--- src/rtl/mem_interface_pkg.sv ---
// Shared constants and helpers for the memory-side stage: MMIO offsets,
// status bit positions and the access-type decode.
package mem_interface_pkg;

  localparam logic [7:0] MMIO_TX     = 8'h00;
  localparam logic [7:0] MMIO_STATUS = 8'h01;
  localparam logic [7:0] MMIO_RX     = 8'h02;

  localparam int STAT_FULL  = 0;
  localparam int STAT_EMPTY = 1;
  localparam int STAT_RXV   = 2;
  localparam int STAT_OVF   = 3;

  typedef enum logic [1:0] {
    ACC_NONE  = 2'd0,
    ACC_READ  = 2'd1,
    ACC_WRITE = 2'd2
  } acc_e;

  function automatic logic [7:0] status_byte(input logic full, input logic empty,
                                             input logic rxv, input logic ovf);
    logic [7:0] s;
    s = '0;
    s[STAT_FULL]  = full;
    s[STAT_EMPTY] = empty;
    s[STAT_RXV]   = rxv;
    s[STAT_OVF]   = ovf;
    return s;
  endfunction

endpackage

--- src/rtl/mem_interface_if.sv ---
// Bus bundle between the control FSM / RAM / serial side and the memory stage.
interface mem_interface_if;
  logic [15:0] addr_bus_in;
  logic [7:0]  data_bus_in;
  logic        address_read;
  logic        data_in;
  logic        data_out;
  logic        mem_enable;
  logic [7:0]  data_bus_out;
  logic        data_bus_oe;
  logic [15:0] ram_addr;
  logic        ram_re;
  logic        ram_we;
  logic [7:0]  ram_wdata;
  logic [7:0]  ram_rdata;
  logic [7:0]  tx_data;
  logic        tx_valid;
  logic        tx_ready;
  logic [7:0]  rx_data;
  logic        rx_valid;
  logic        rx_ready;

  modport slave (
    input  addr_bus_in, data_bus_in, address_read, data_in, data_out, mem_enable,
           ram_rdata, tx_ready, rx_data, rx_valid,
    output data_bus_out, data_bus_oe, ram_addr, ram_re, ram_we, ram_wdata,
           tx_data, tx_valid, rx_ready
  );

  modport master (
    output addr_bus_in, data_bus_in, address_read, data_in, data_out, mem_enable,
           ram_rdata, tx_ready, rx_data, rx_valid,
    input  data_bus_out, data_bus_oe, ram_addr, ram_re, ram_we, ram_wdata,
           tx_data, tx_valid, rx_ready
  );
endinterface

--- src/rtl/mem_interface_tx_fifo.sv ---
// Transmit FIFO: circular buffer with occupancy counter; a push into a full
// FIFO is accepted only when a pop frees a slot in the same cycle.
module tx_fifo #(
  parameter int DEPTH = 4
) (
  input  logic       clk,
  input  logic       rst,
  input  logic       push,
  input  logic       pop,
  input  logic [7:0] wdata,
  output logic [7:0] head,
  output logic       full,
  output logic       empty
);

  localparam int PW = (DEPTH > 1) ? $clog2(DEPTH) : 1;
  localparam int CW = $clog2(DEPTH) + 1;

  logic [PW-1:0] rd_ptr, wr_ptr;
  logic [CW-1:0] count;
  logic [7:0]    mem [DEPTH];
  logic          do_push, do_pop;

  assign empty   = (count == '0);
  assign full    = (count == CW'(DEPTH));
  assign do_pop  = pop & !empty;
  assign do_push = push & (!full | do_pop);
  assign head    = mem[rd_ptr];

  always_ff @(posedge clk or posedge rst) begin
    if (rst) begin
      rd_ptr <= '0;
      wr_ptr <= '0;
      count  <= '0;
    end else begin
      if (do_pop)  rd_ptr <= rd_ptr + PW'(1);
      if (do_push) wr_ptr <= wr_ptr + PW'(1);
      case ({do_push, do_pop})
        2'b10:   count <= count + CW'(1);
        2'b01:   count <= count - CW'(1);
        default: count <= count;
      endcase
    end
  end

  always_ff @(posedge clk) begin
    if (do_push) mem[wr_ptr] <= wdata;
  end

endmodule

--- src/rtl/mem_interface.sv ---
// Memory-side stage: address latch, two-cycle reads / single-cycle writes to a
// synchronous RAM, and an MMIO window with TX FIFO, RX holding register, status.
module mem_interface
  import mem_interface_pkg::*;
#(
  parameter int          TX_DEPTH  = 4,
  parameter logic [15:0] MMIO_BASE = 16'hFF00
) (
  input  logic           clk,
  input  logic           rst,
  mem_interface_if.slave bus
);

  logic [15:0] addr_q;
  logic        read_pending;
  logic        overflow;
  logic        rx_hold_valid;
  logic [7:0]  rx_hold;
  acc_e        acc;
  logic        mmio;
  logic [7:0]  offset;
  logic        rd_done;
  logic        push, pop_fire;
  logic        fifo_full, fifo_empty;
  logic [7:0]  fifo_head;
  logic [7:0]  mmio_rdata;
  logic        stat_clr, rx_clr, rx_cap;

  // Both transfer strobes together is treated as no access at all.
  always_comb begin
    acc = ACC_NONE;
    if (bus.mem_enable && bus.data_in && !bus.data_out)      acc = ACC_READ;
    else if (bus.mem_enable && bus.data_out && !bus.data_in) acc = ACC_WRITE;
  end

  assign mmio    = (addr_q >= MMIO_BASE);
  assign offset  = addr_q[7:0];
  assign rd_done = (acc == ACC_READ) && read_pending;

  always_comb begin
    mmio_rdata = 8'h00;
    case (offset)
      MMIO_STATUS: mmio_rdata = status_byte(fifo_full, fifo_empty, rx_hold_valid, overflow);
      MMIO_RX:     mmio_rdata = rx_hold;
      default:     mmio_rdata = 8'h00;
    endcase
  end

  assign bus.ram_addr     = addr_q;
  assign bus.ram_re       = (acc == ACC_READ) && !read_pending && !mmio;
  assign bus.ram_we       = (acc == ACC_WRITE) && !mmio;
  assign bus.ram_wdata    = bus.ram_we ? bus.data_bus_in : 8'h00;
  assign bus.data_bus_oe  = rd_done;
  assign bus.data_bus_out = !rd_done ? 8'h00 : (mmio ? mmio_rdata : bus.ram_rdata);

  assign push     = (acc == ACC_WRITE) && mmio && (offset == MMIO_TX);
  assign pop_fire = !fifo_empty && bus.tx_ready;
  assign stat_clr = rd_done && mmio && (offset == MMIO_STATUS);
  assign rx_clr   = rd_done && mmio && (offset == MMIO_RX);
  assign rx_cap   = bus.rx_valid && !rx_hold_valid;

  assign bus.tx_data  = fifo_head;
  assign bus.tx_valid = !fifo_empty;
  assign bus.rx_ready = !rx_hold_valid;

  tx_fifo #(.DEPTH(TX_DEPTH)) u_tx_fifo (
    .clk   (clk),
    .rst   (rst),
    .push  (push),
    .pop   (bus.tx_ready),
    .wdata (bus.data_bus_in),
    .head  (fifo_head),
    .full  (fifo_full),
    .empty (fifo_empty)
  );

  // A third back-to-back read cycle sees read_pending clear and restarts.
  always_ff @(posedge clk or posedge rst) begin
    if (rst) begin
      addr_q        <= '0;
      read_pending  <= 1'b0;
      overflow      <= 1'b0;
      rx_hold_valid <= 1'b0;
    end else begin
      if (bus.address_read) addr_q <= bus.addr_bus_in;
      read_pending <= (acc == ACC_READ) && !read_pending;
      if (push && fifo_full && !pop_fire) overflow <= 1'b1;
      else if (stat_clr)                  overflow <= 1'b0;
      if (rx_cap)      rx_hold_valid <= 1'b1;
      else if (rx_clr) rx_hold_valid <= 1'b0;
    end
  end

  always_ff @(posedge clk) begin
    if (rx_cap) rx_hold <= bus.rx_data;
  end

endmodule

--- src/flat_wrapper.sv ---
// flat-port wrapper written by rule: the top's interface ports become plain ports
module mem_interface_flat import mem_interface_pkg::*;
#(
  parameter int          TX_DEPTH  = 4,
  parameter logic [15:0] MMIO_BASE = 16'hFF00
)
  (clk, rst, bus_addr_bus_in, bus_data_bus_in, bus_address_read, bus_data_in, bus_data_out, bus_mem_enable, bus_ram_rdata, bus_tx_ready, bus_rx_data, bus_rx_valid, bus_data_bus_out, bus_data_bus_oe, bus_ram_addr, bus_ram_re, bus_ram_we, bus_ram_wdata, bus_tx_data, bus_tx_valid, bus_rx_ready);
  mem_interface_if bus_i ();
  input  logic clk;
  input  logic rst;
  input wire logic [$bits(bus_i.addr_bus_in)-1:0] bus_addr_bus_in;
  input wire logic [$bits(bus_i.data_bus_in)-1:0] bus_data_bus_in;
  input wire logic [$bits(bus_i.address_read)-1:0] bus_address_read;
  input wire logic [$bits(bus_i.data_in)-1:0] bus_data_in;
  input wire logic [$bits(bus_i.data_out)-1:0] bus_data_out;
  input wire logic [$bits(bus_i.mem_enable)-1:0] bus_mem_enable;
  input wire logic [$bits(bus_i.ram_rdata)-1:0] bus_ram_rdata;
  input wire logic [$bits(bus_i.tx_ready)-1:0] bus_tx_ready;
  input wire logic [$bits(bus_i.rx_data)-1:0] bus_rx_data;
  input wire logic [$bits(bus_i.rx_valid)-1:0] bus_rx_valid;
  output wire logic [$bits(bus_i.data_bus_out)-1:0] bus_data_bus_out;
  output wire logic [$bits(bus_i.data_bus_oe)-1:0] bus_data_bus_oe;
  output wire logic [$bits(bus_i.ram_addr)-1:0] bus_ram_addr;
  output wire logic [$bits(bus_i.ram_re)-1:0] bus_ram_re;
  output wire logic [$bits(bus_i.ram_we)-1:0] bus_ram_we;
  output wire logic [$bits(bus_i.ram_wdata)-1:0] bus_ram_wdata;
  output wire logic [$bits(bus_i.tx_data)-1:0] bus_tx_data;
  output wire logic [$bits(bus_i.tx_valid)-1:0] bus_tx_valid;
  output wire logic [$bits(bus_i.rx_ready)-1:0] bus_rx_ready;
  assign bus_i.addr_bus_in = bus_addr_bus_in;
  assign bus_i.data_bus_in = bus_data_bus_in;
  assign bus_i.address_read = bus_address_read;
  assign bus_i.data_in = bus_data_in;
  assign bus_i.data_out = bus_data_out;
  assign bus_i.mem_enable = bus_mem_enable;
  assign bus_i.ram_rdata = bus_ram_rdata;
  assign bus_i.tx_ready = bus_tx_ready;
  assign bus_i.rx_data = bus_rx_data;
  assign bus_i.rx_valid = bus_rx_valid;
  assign bus_data_bus_out = bus_i.data_bus_out;
  assign bus_data_bus_oe = bus_i.data_bus_oe;
  assign bus_ram_addr = bus_i.ram_addr;
  assign bus_ram_re = bus_i.ram_re;
  assign bus_ram_we = bus_i.ram_we;
  assign bus_ram_wdata = bus_i.ram_wdata;
  assign bus_tx_data = bus_i.tx_data;
  assign bus_tx_valid = bus_i.tx_valid;
  assign bus_rx_ready = bus_i.rx_ready;
  mem_interface #(.TX_DEPTH(TX_DEPTH), .MMIO_BASE(MMIO_BASE)) u_core (.clk(clk), .rst(rst), .bus(bus_i));
endmodule
--- config.mk ---
export PLATFORM = sky130hd
export DESIGN_NAME = mem_interface_flat
export DESIGN_NICKNAME = d
export VERILOG_FILES = /design/src/rtl/mem_interface_pkg.sv /design/src/rtl/mem_interface_if.sv /design/src/rtl/mem_interface_tx_fifo.sv /design/src/rtl/mem_interface.sv /design/src/flat_wrapper.sv
export SDC_FILE = /design/constraint.sdc
export NUM_CORES = 1
export LEC_CHECK = 0
export ABC_AREA = 0
export ABC_CLOCK_PERIOD_IN_PS = 6100
export CAP_MARGIN = 20
export CORE_UTILIZATION = 49
export DETAILED_ROUTE_END_ITERATION = 16
export GPL_TIMING_DRIVEN = 1
export PLACE_DENSITY = 0.84
export SYNTH_ARGS = -nofsm -noshare
export SYNTH_HDL_FRONTEND = slang
export SYNTH_SLANG_ARGS = --single-unit
--- constraint.sdc ---
create_clock -name clk -period 6.1 [get_ports clk]
set_input_delay 1.22 -clock clk [delete_from_list [all_inputs] [get_ports clk]]
set_output_delay 1.22 -clock clk [all_outputs]
set_load 0.03 [all_outputs]
run_1/cell_classes.png
Scale bar: 20 µm. Fill, decap, tap and diode cells in grey.
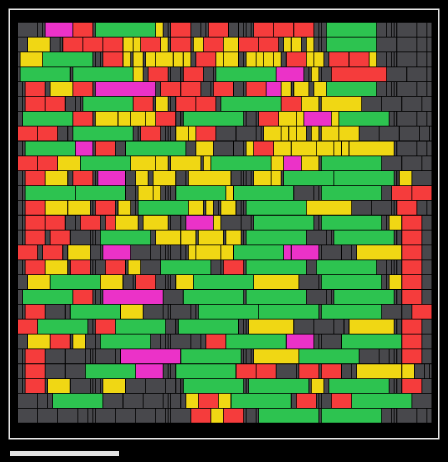
legend:
  magenta:
    class: clock drivers and dummy loads
    cells: 16
    share_of_their_area: 6.0%
  yellow:
    class: all other logic
    cells: 117
    share_of_their_area: 24%
  red:
    class: other buffers and delay cells
    cells: 94
    share_of_their_area: 24%
  green:
    class: flip-flops
    cells: 66
    share_of_their_area: 46%
Layout Utilization: 0.739
fraction of area in registers: 0.449
cell row count: 27
CORE AREA: 5570 µm²

run_1/registers.png
Scale bar: 20 µm. Other sequential cells in the stronger grey, the rest of the logic in the fainter grey.
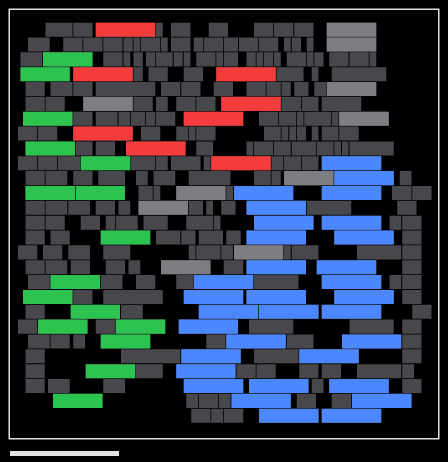
legend:
  green:
    name_in_the_netlist: u_core.bus.ram_addr
    sequential_cells: 16
  red:
    name_in_the_netlist: u_core.rx_hold
    sequential_cells: 8
  blue:
    name_in_the_netlist: u_core.u_tx_fifo.mem
    sequential_cells: 32
not coloured: 10
register area: 1850 µm²
power in sequential cells: 563 µW

run_1/gate_families.png
Scale bar: 20 µm.
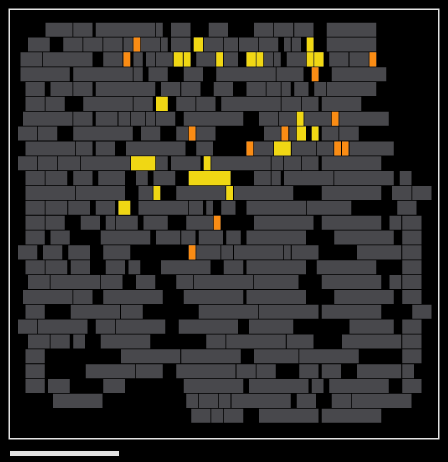
legend:
  yellow:
    family: NOR gates
    cells: 20
    most_used: nor2_1
    where: top middle
  orange:
    family: inverters
    cells: 12
    most_used: inv_1
most numerous logic cell after layout: clkdlybuf4s50_1
fin cells: 365
fraction of area in multi-input gates: 0.227

==> Changelog: implementation, run 1 <==
### Physical design

- Status: complete, no violations
- DR WL/cell: 16.8 µm
- Clock sink total: 66
- CP arrival: 3.40 ns
- Initial DRC Count: 97
- Die height: 78.4 µm
- Tmin final: 4.62 ns
- IO Port Bufs: 92
- Setup Viol. Count Final: 0
- CTS H-tree depth: 3
- Final antenna-violating net count: 0
- Post-DP HPWL: 4280 µm
- Reg clk slew, reported paths: 0.07 ns
- Setup Fix Bufs, Post-CTS: 0
- Tool warning count: 29
- Critical Path RT: 4.88 ns
- Syn nets: 244
- Lkg Pwr: 1.53 nW
- Post-layout period usage: 0.758
- Share of layout cells above drive strength 1: 0.174
- Yosys reg bits: 66
- CP max stage delay: 0.71 ns
- Highest clock rate: 0.216 GHz
- Yosys stat cell total: 190
- Internal Pwr Total: 964 µW
- Power Dens Cells: 329 nW/µm²
- Netlist Area Pre-Place: 2860 µm²
- Clk pwr share: 0.325
- VDD IR max: 0.177 mV
- Clock Path Buffers: 2
- Unrepaired setup endpoints after global routing: false
- Clock root buffer: clkbuf_8
- Yosys Chip Area: 2860 µm²
- Max-area cell share: 0.420
- First-pass GRT wire length: 9830 µm
- Post-synth top area cell: edfxtp_1
- Pre-antenna DRT Iters: 4
- Initial antenna violation count: 0
- Worst path most repeated cell: clkdlybuf4s50_1
## run 1: path summary, 6_finish.rpt
check	startpoint	slack, ns	cells after the start	endpoint
hold reg to reg	u_core.read_pending	0.47	1	u_core.read_pending
setup reg to reg	u_core.bus.ram_addr[3]	3.21	10	u_core.u_tx_fifo.count[2]
setup / recovery	bus_data_in	1.48	5	bus_ram_wdata[6]
hold / removal	u_core.read_pending	0.47	1	u_core.read_pending
min in group asynchronous	rst	1.08	2	u_core.read_pending
max in group asynchronous	rst	4.63	3	u_core.bus.ram_addr[11]
## run 1: metrics by stage
step	utilization	std cells	area, µm²	hold slack (ns)	setup slack [ns]
6_report	0.739	365	4120	0.474	1.48
5_1_grt	0.739	365	4120	0.490	1.39
4_1_cts	0.733	363	4090	0.470	1.47
3_5_place_dp	0.690	347	3840	0.461	1.47
3_3_place_gp	0.690	347	3840	0.442	1.61
2_1_floorplan	-	190	2860	0.426	2.30
## run 1: state kept, by name, summed over array words and instances, names as in the netlist
signal                   flops
u_core.overflow              1
u_core.bus.ram_addr         16
u_core.u_tx_fifo.mem        32
u_core.u_tx_fifo.wr_ptr      2
u_core.rx_hold_valid         1
u_core.u_tx_fifo.count       3
u_core.u_tx_fifo.rd_ptr      2
u_core.rx_hold               8
u_core.read_pending          1
## run 1: power by group through the flow
stage	combinational [mW]	clock, mW	sequential, mW
global placement	0.342	0	0.570
CTS	0.353	0.448	0.563
detailed placement	0.349	0	0.573
floorplan	0.221	0	0.557
finish	0.353	0.442	0.563
global route	0.374	0.465	0.570
## run 1: Yosys cell counts, drive strengths merged (3+ instances only)
master,number
mux2,17
xor2,3
dfrtp,26
and2,13
ha,5
edfxtp,40
nor3,5
inv,12
nor4,3
xnor2,3
nand2,6
nor2,10
a21oi,4
mux4,8
nand3,5
a221oi,3
clkbuf,5
## run 1: placed cells by master (no fill, tap or decap), types with 4 or more instances in the layout
cell type        instances
clkbuf_8                 9
ha_1                     5
nand3_1                  5
nor2_1                  10
mux4_2                   8
mux2_2                  16
nand2_1                  6
and2_1                  10
inv_1                   12
dfrtp_1                 26
nor3_1                   5
clkdlybuf4s50_1         92
edfxtp_1                40
a21oi_1                  4
## run 1: metal layers
layer	track usage	wire (µm)
met1	0.266	2420
met2	0.355	3130
met3	0.0651	444
met4	0.133	133
met5	0	0
## run 1: cell families (layout without fill, tap and decap cells)
group | after synthesis | count (layout) | share of synthesized area
flops | 66 | 66 | 0.647
simple gates | 55 | 55 | 0.116
mux | 26 | 26 | 0.135
buf+inv | 19 | 122 | 0.0249
compound gates | 12 | 12 | 0.0293
fa+ha+maj | 6 | 6 | 0.0289
xor+xnor | 6 | 6 | 0.0184
## run 1: final cells by class
| cell class | count | share of cell area |
|---|---|---|
| flip-flops and latches | 66 | 0.449 |
| repair buffers | 94 | 0.231 |
| multi-input cells | 105 | 0.227 |
| clock buffers | 10 | 0.0310 |
| clock inverters | 6 | 0.0279 |
| well taps | 72 | 0.0219 |
| inverters | 12 | 0.0109 |
run_1/final_placement.png
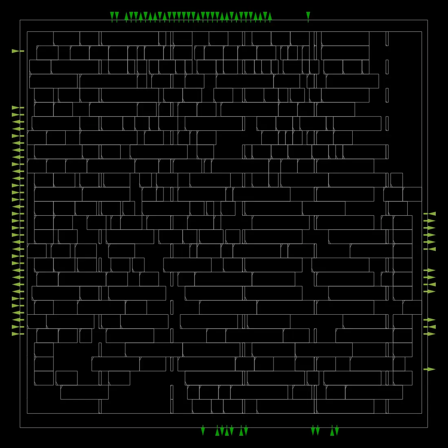

## Run 2: what changed since run 1
Settings changed: ABC_CLOCK_PERIOD_IN_PS 6100 to 4600, CORE_UTILIZATION 49 to 46, PLACE_DENSITY 0.84 to 0.8.
Clock period 6.1 ns to 4.6 ns, I/O delays scaled along.
run_2/final_placement.png
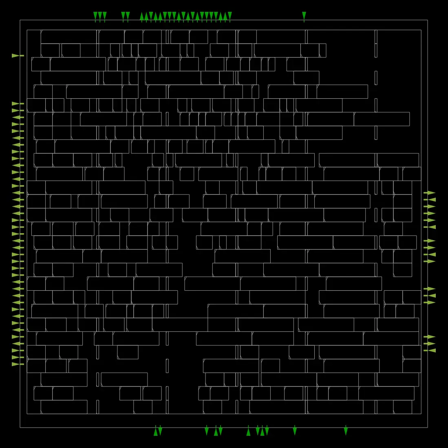
CORE AREA: 5960 µm²
fill count: 439
Tap Count: 75
seq_cells: 66
cell row count: 28

run_2/gate_families.png
Scale bar: 20 µm.
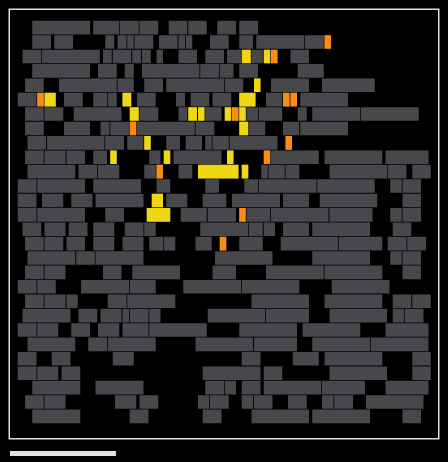
legend:
  orange:
    family: inverters
    cells: 12
    most_used: inv_1
  yellow:
    family: NOR gates
    cells: 20
    most_used: nor2_1
    where: top middle

==> Changelog: implementation, run 2 <==
### Physical design

- Pre-antenna DRT Iters: 4
- Initial DRC Count: 98
- Setup Viol. Count Final: 0
- Yosys reg bits: 66
- CP startpoint: u_core.bus.ram_addr[3]
- DR WL/cell: 15.8 µm
- Max-area cell share: 0.420
- Clock sink total: 66
- Die height: 80.9 µm
- Lkg Pwr: 1.50 nW
- Clock root buffer: clkbuf_8
- Tool warning count: 29
- Register area: 1850 µm²
- First-pass GRT wire length: 9270 µm
- Reg clk slew, reported paths: 0.07 ns
- Post-synth top area cell: edfxtp_1
- Initial antenna violation count: 0
- Power Dens Cells: 411 nW/µm²
- Netlist Area Pre-Place: 2860 µm²
- Yosys Chip Area: 2860 µm²
- Max reg flops: 32
- VDD IR max: 0.224 mV
- Syn nets: 244
- Clock Path Buffers: 2
- IO Port Bufs: 92
- Most flop-heavy register: u_core.u_tx_fifo.mem
- Slack of the worst reg-to-reg path: 1.71 ns
- Timing endpoint of the critical path: bus_data_bus_out[2]
- Highest clock rate: 0.247 GHz
- Most numerous logic cell after layout: clkdlybuf4s50_1
- Top cells excl fill/tap: clkdlybuf4s50_1, edfxtp_1, dfrtp_1
- Yosys stat cell total: 190
- Most frequent cell after synthesis: edfxtp_1
- Status: complete, no violations
- Hold depth: 1
- CTS H-tree depth: 3
- Reg2Reg Depth: 10
- Share of layout cells above drive strength 1: 0.174
- CP arrival: 3.13 ns
run_2/registers.png
Scale bar: 20 µm. Other sequential cells in the stronger grey, the rest of the logic in the fainter grey.
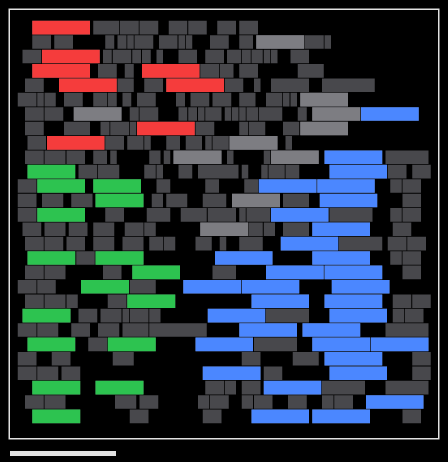
legend:
  blue:
    name_in_the_netlist: u_core.u_tx_fifo.mem
    sequential_cells: 32
  red:
    name_in_the_netlist: u_core.rx_hold
    sequential_cells: 8
    where: top left
  green:
    name_in_the_netlist: u_core.bus.ram_addr
    sequential_cells: 16
not coloured: 10
fraction of area in registers: 0.455
Layout Utilization: 0.684

==> run 2: through the flow <==
step / hold slack [ns] / worst slack, ns / instance area, µm² / instances / util
after detailed placement: 0.450 / 0.654 / 3860 / 352 / 0.649
final: 0.456 / 0.549 / 4070 / 368 / 0.684
after floorplan: 0.426 / 1.12 / 2860 / 190 / -
after global placement: 0.439 / 0.696 / 3860 / 352 / 0.649
after global routing: 0.484 / 0.351 / 4070 / 368 / 0.684
after CTS: 0.457 / 0.531 / 4050 / 367 / 0.679
==> run 2: worst min-delay path by stage <==
| stage | from | endpoint | slack, ns |
|---|---|---|---|
| floorplan | u_core.read_pending | u_core.read_pending | 0.43 |
| finish | u_core.read_pending | u_core.read_pending | 0.46 |
| global placement | u_core.read_pending | u_core.read_pending | 0.44 |
| detailed placement | u_core.read_pending | u_core.read_pending | 0.45 |
| CTS | u_core.read_pending | u_core.read_pending | 0.46 |
| global route | u_core.read_pending | u_core.read_pending | 0.48 |
==> run 2: worst max-delay path: stages, from the launching register on <==
cell and delay (ns):
dfrtp_1 0.40, or4_4 0.56, nor4_2 0.71, a221oi_1 0.17, nor3_1 0.25, clkdlybuf4s50_1 0.70
==> run 2: cell type report <==
cell class,instances,share of cell area
Sequential cell,66,0.455
Tap cell,75,0.0230
Inverter,12,0.0111
Clock buffer,9,0.0304
Timing Repair Buffer,95,0.236
Multi-Input combinational cell,105,0.230
Clock inverter,6,0.0144
==> run 2: logic make-up (layout without fill, tap and decap cells) <==
| logic type | Yosys count | count (layout) | share of synthesized area |
|---|---|---|---|
| compound gates | 12 | 12 | 0.0293 |
| simple gates | 55 | 55 | 0.116 |
| buf+inv | 19 | 122 | 0.0249 |
| xor+xnor | 6 | 6 | 0.0184 |
| flops | 66 | 66 | 0.647 |
| fa+ha+maj | 6 | 6 | 0.0289 |
| mux | 26 | 26 | 0.135 |
==> run 2: power breakdown <==
group          switching (mW)  internal [mW]
logic                   0.221          0.246
registers              0.0738          0.671
clock network           0.217          0.243
==> run 2: per-layer routing <==
layer / global-route usage / part of all wire / vias to the layer above
li1: - / - / 898
met5: 0 / 0 / -
met2: 0.288 / 0.47 / 68
met1: 0.253 / 0.43 / 903
met4: 0.105 / 0.022 / 0
met3: 0.0629 / 0.076 / 11
run_2/cell_classes.png
Scale bar: 20 µm. Fill, decap, tap and diode cells in grey.
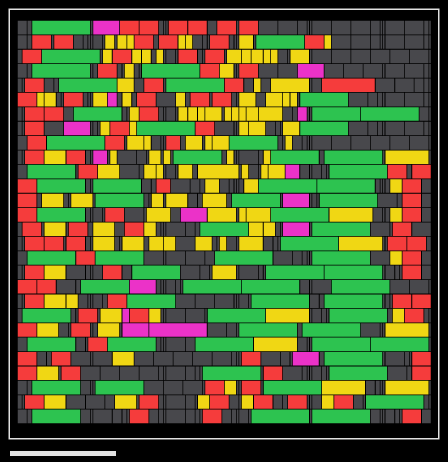

## Run 3: what changed since run 2
Settings changed: ABC_CLOCK_PERIOD_IN_PS 4600 to 5100, CELL_PAD_IN_SITES_DETAIL_PLACEMENT from default to 0, CELL_PAD_IN_SITES_GLOBAL_PLACEMENT from default to 2, CORE_UTILIZATION 46 to 33, PLACE_DENSITY 0.8 to default, PLACE_DENSITY_LB_ADDON from default to 0.1, SLEW_MARGIN from default to 10.
Clock period 4.6 ns to 5.1 ns, I/O delays scaled along.
run_3/cell_classes.png
Scale bar: 20 µm. Fill, decap, tap and diode cells in grey.
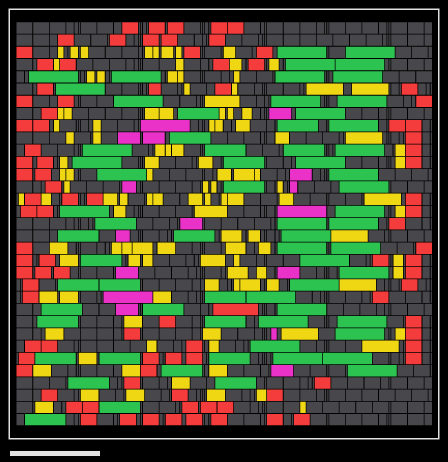
legend:
  red:
    class: other buffers and delay cells
    cells: 94
    share_of_their_area: 24%
  green:
    class: flip-flops
    cells: 66
    share_of_their_area: 46%
  magenta:
    class: clock drivers and dummy loads
    cells: 16
    share_of_their_area: 6.0%
  yellow:
    class: all other logic
    cells: 117
    share_of_their_area: 24%

run_3/metal_stack.png
Scale bar: 20 µm.
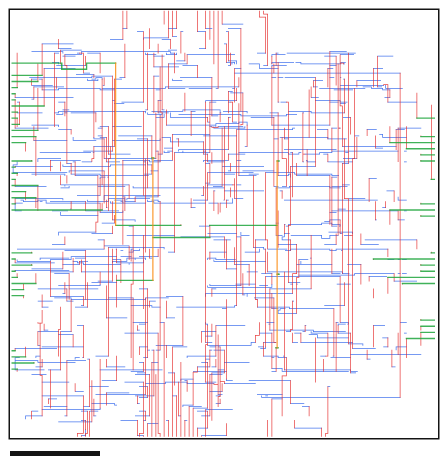
legend:
  green:
    layer: met3
    wire_length: 288 µm
  blue:
    layer: met1
    wire_length: 2670 µm
  red:
    layer: met2
    wire_length: 2790 µm
  orange:
    layer: met4
    wire_length: 105 µm

run_3/registers.png
Scale bar: 20 µm. Other sequential cells in the stronger grey, the rest of the logic in the fainter grey.
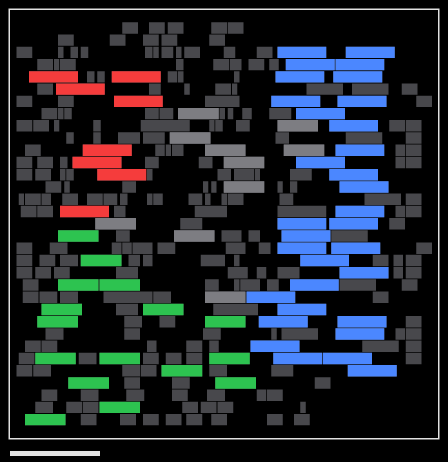
legend:
  green:
    name_in_the_netlist: u_core.bus.ram_addr
    sequential_cells: 16
  red:
    name_in_the_netlist: u_core.rx_hold
    sequential_cells: 8
    where: top left
  blue:
    name_in_the_netlist: u_core.u_tx_fifo.mem
    sequential_cells: 32
    where: a column on the right
not coloured: 10
power in sequential cells: 672 µW
Layout Utilization: 0.501
fraction of area in registers: 0.445

==> Changelog: implementation, run 3 <==
### Physical design

- Worst rel slew slack: 0.444
- Tot GR Track Use: 0.141
- Critical Path RT: 4.08 ns
- Switch Pwr: 461 µW
- Ao+oa area frac: 0.0293
- Highest clock rate: 0.239 GHz
- Primary FF master, synth: edfxtp_1
- Status: complete, no violations
- Area after DPL: 3890 µm²
- CP arrival: 3.17 ns
- Top cells excl fill/tap: clkdlybuf4s50_1, edfxtp_1, dfrtp_1
- Fin cells: 398
- Commonest cells in the netlist: edfxtp_1, dfrtp_1, mux2_2, inv_1
- TNS Setup: 0 ns
- Largest logic family: multiplexers
- Netlist Area Pre-Place: 2860 µm²
- First-pass GRT wire length: 9330 µm
- WP buf/inv: 1
- Slew Viols, Final: 0
- Finished Cell Area: 4160 µm²
- Initial antenna violation count: 0
- Final antenna-violating net count: 0
- Clock Path Buffers: 2
- Total grt overflow: 0
- Setup Fix Bufs, Post-CTS: 0
- Most numerous logic cell after layout: clkdlybuf4s50_1
- Cell Count Post-Placement: 381
- Most frequent cell after synthesis: edfxtp_1
- Final worst slack: 0.913 ns
- Layout net count: 342
- Initial DRC Count: 33
- Unrepaired setup endpoints after global routing: false
- Slowest CP cell: clkdlybuf4s50_1
- Switching part of the total power: 0.286
- CP Max Fanout: 5
- Internal Pwr Total: 1.15 mW
- Tmin final: 4.19 ns
- Yosys adder share: 0.0289
- Reg2Reg Depth: 10
- Startpoint types: flop
- Yosys Chip Area: 2860 µm²
- Share of layout cells above drive strength 1: 0.174
- Post-synth ARST share: 0.394
- Critical path's top delay family: simple AND/OR/NAND/NOR gates
- DRT Wirelength: 5860 µm
- Tool warning count: 29
- Reg clk slew, reported paths: 0.07 ns
- VDD IR max: 0.133 mV
- CORE AREA: 8300 µm²
- Post-layout period usage: 0.821
- Setup Viol. Count Final: 0
- Clk pwr share: 0.326
- Post-synth top area cell: edfxtp_1
- Post-CTS sizing: 0
- Fill count: 763
- Die height: 95.1 µm
- Endpoints failing hold: 0
- Post-Place Setup Slack: 0.961 ns
- Reg power frac: 0.417
- Crit path cell chain: or4_4 -> nor4_1 -> a32oi_1 -> a211oi_1 -> clkdlybuf4s50_1
- Lkg Pwr: 1.53 nW
- Post-DP HPWL: 4230 µm
- Comb power frac: 0.257
- IO Port Bufs: 92
- CP Depth: 5
- Yosys stat cell total: 190
- DR WL/cell: 14.7 µm
- Max reg flops: 32
- Max-area cell share: 0.420
- Syn Inst Count: 190
- Vias in the first global route: 1853
- Layout overhead on the synthesized area: 45.5%
- XOR Share, Synth: 0.0184
- Clock root buffer: clkbuf_8
- Yosys reg bits: 66
- CTS H-tree depth: 3
- TritonCTS clock tree: built
- Pre-antenna DRT Iters: 5
- Cell row count: 33
- Hold depth: 1
- Most flop-heavy register: u_core.u_tx_fifo.mem
- Power Dens Cells: 387 nW/µm²
- Syn nets: 244
- Mux share: 0.135
- CP max stage delay: 0.70 ns
- Clock sink total: 66
- Yosys simple share: 0.116
run 3: worst paths after layout:
kind / start / end / slack, ns
max: u_core.bus.ram_addr[3] / bus_data_bus_out[0] / 0.91
max reg2reg: u_core.bus.ram_addr[3] / u_core.u_tx_fifo.count[2] / 2.19
min reg2reg: u_core.read_pending / u_core.read_pending / 0.47
max in group asynchronous: rst / u_core.bus.ram_addr[7] / 3.76
min: u_core.read_pending / u_core.read_pending / 0.47
min in group asynchronous: rst / u_core.bus.ram_addr[9] / 0.93
run 3: through the flow:
step,hold slack (ns),utilization
after floorplan,0.426,-
after global placement,0.451,0.469
after detailed placement,0.458,0.469
after CTS,0.473,0.498
after global routing,0.483,0.501
final,0.472,0.501
run 3: cells by family after synthesis:
group,Yosys count
compound gates,12
xor+xnor,6
fa+ha+maj,6
buf+inv,19
flops,66
mux,26
simple gates,55
run 3: power groups by stage:
stage | Clock [mW] | Combinational (mW) | Sequential (mW)
3_3_place_gp | 0 | 0.414 | 0.687
2_1_floorplan | 0 | 0.264 | 0.667
5_1_grt | 0.559 | 0.445 | 0.686
3_5_place_dp | 0 | 0.416 | 0.687
6_report | 0.526 | 0.414 | 0.672
4_1_cts | 0.540 | 0.417 | 0.676
run 3: routing by layer:
metal | GRT usage | up-vias | part of all wire
met2 | 0.229 | 61 | 0.48
met3 | 0.0327 | 9 | 0.049
li1 | - | 897 | -
met5 | 0 | - | 0
met4 | 0.0720 | 0 | 0.018
met1 | 0.177 | 887 | 0.46
run 3: cell type report:
| type | count | area [µm²] | area share |
|---|---|---|---|
| tap | 105 | 131 | 0.0316 |
| sequential | 66 | 1850 | 0.445 |
| multi-input combinational | 105 | 937 | 0.225 |
| clock buffer | 9 | 124 | 0.0298 |
| timing repair buffer | 94 | 956 | 0.230 |
| clock inverter | 7 | 116 | 0.0280 |
| inverter | 12 | 45.0 | 0.0108 |
Power and IR drop assume default switching activity.
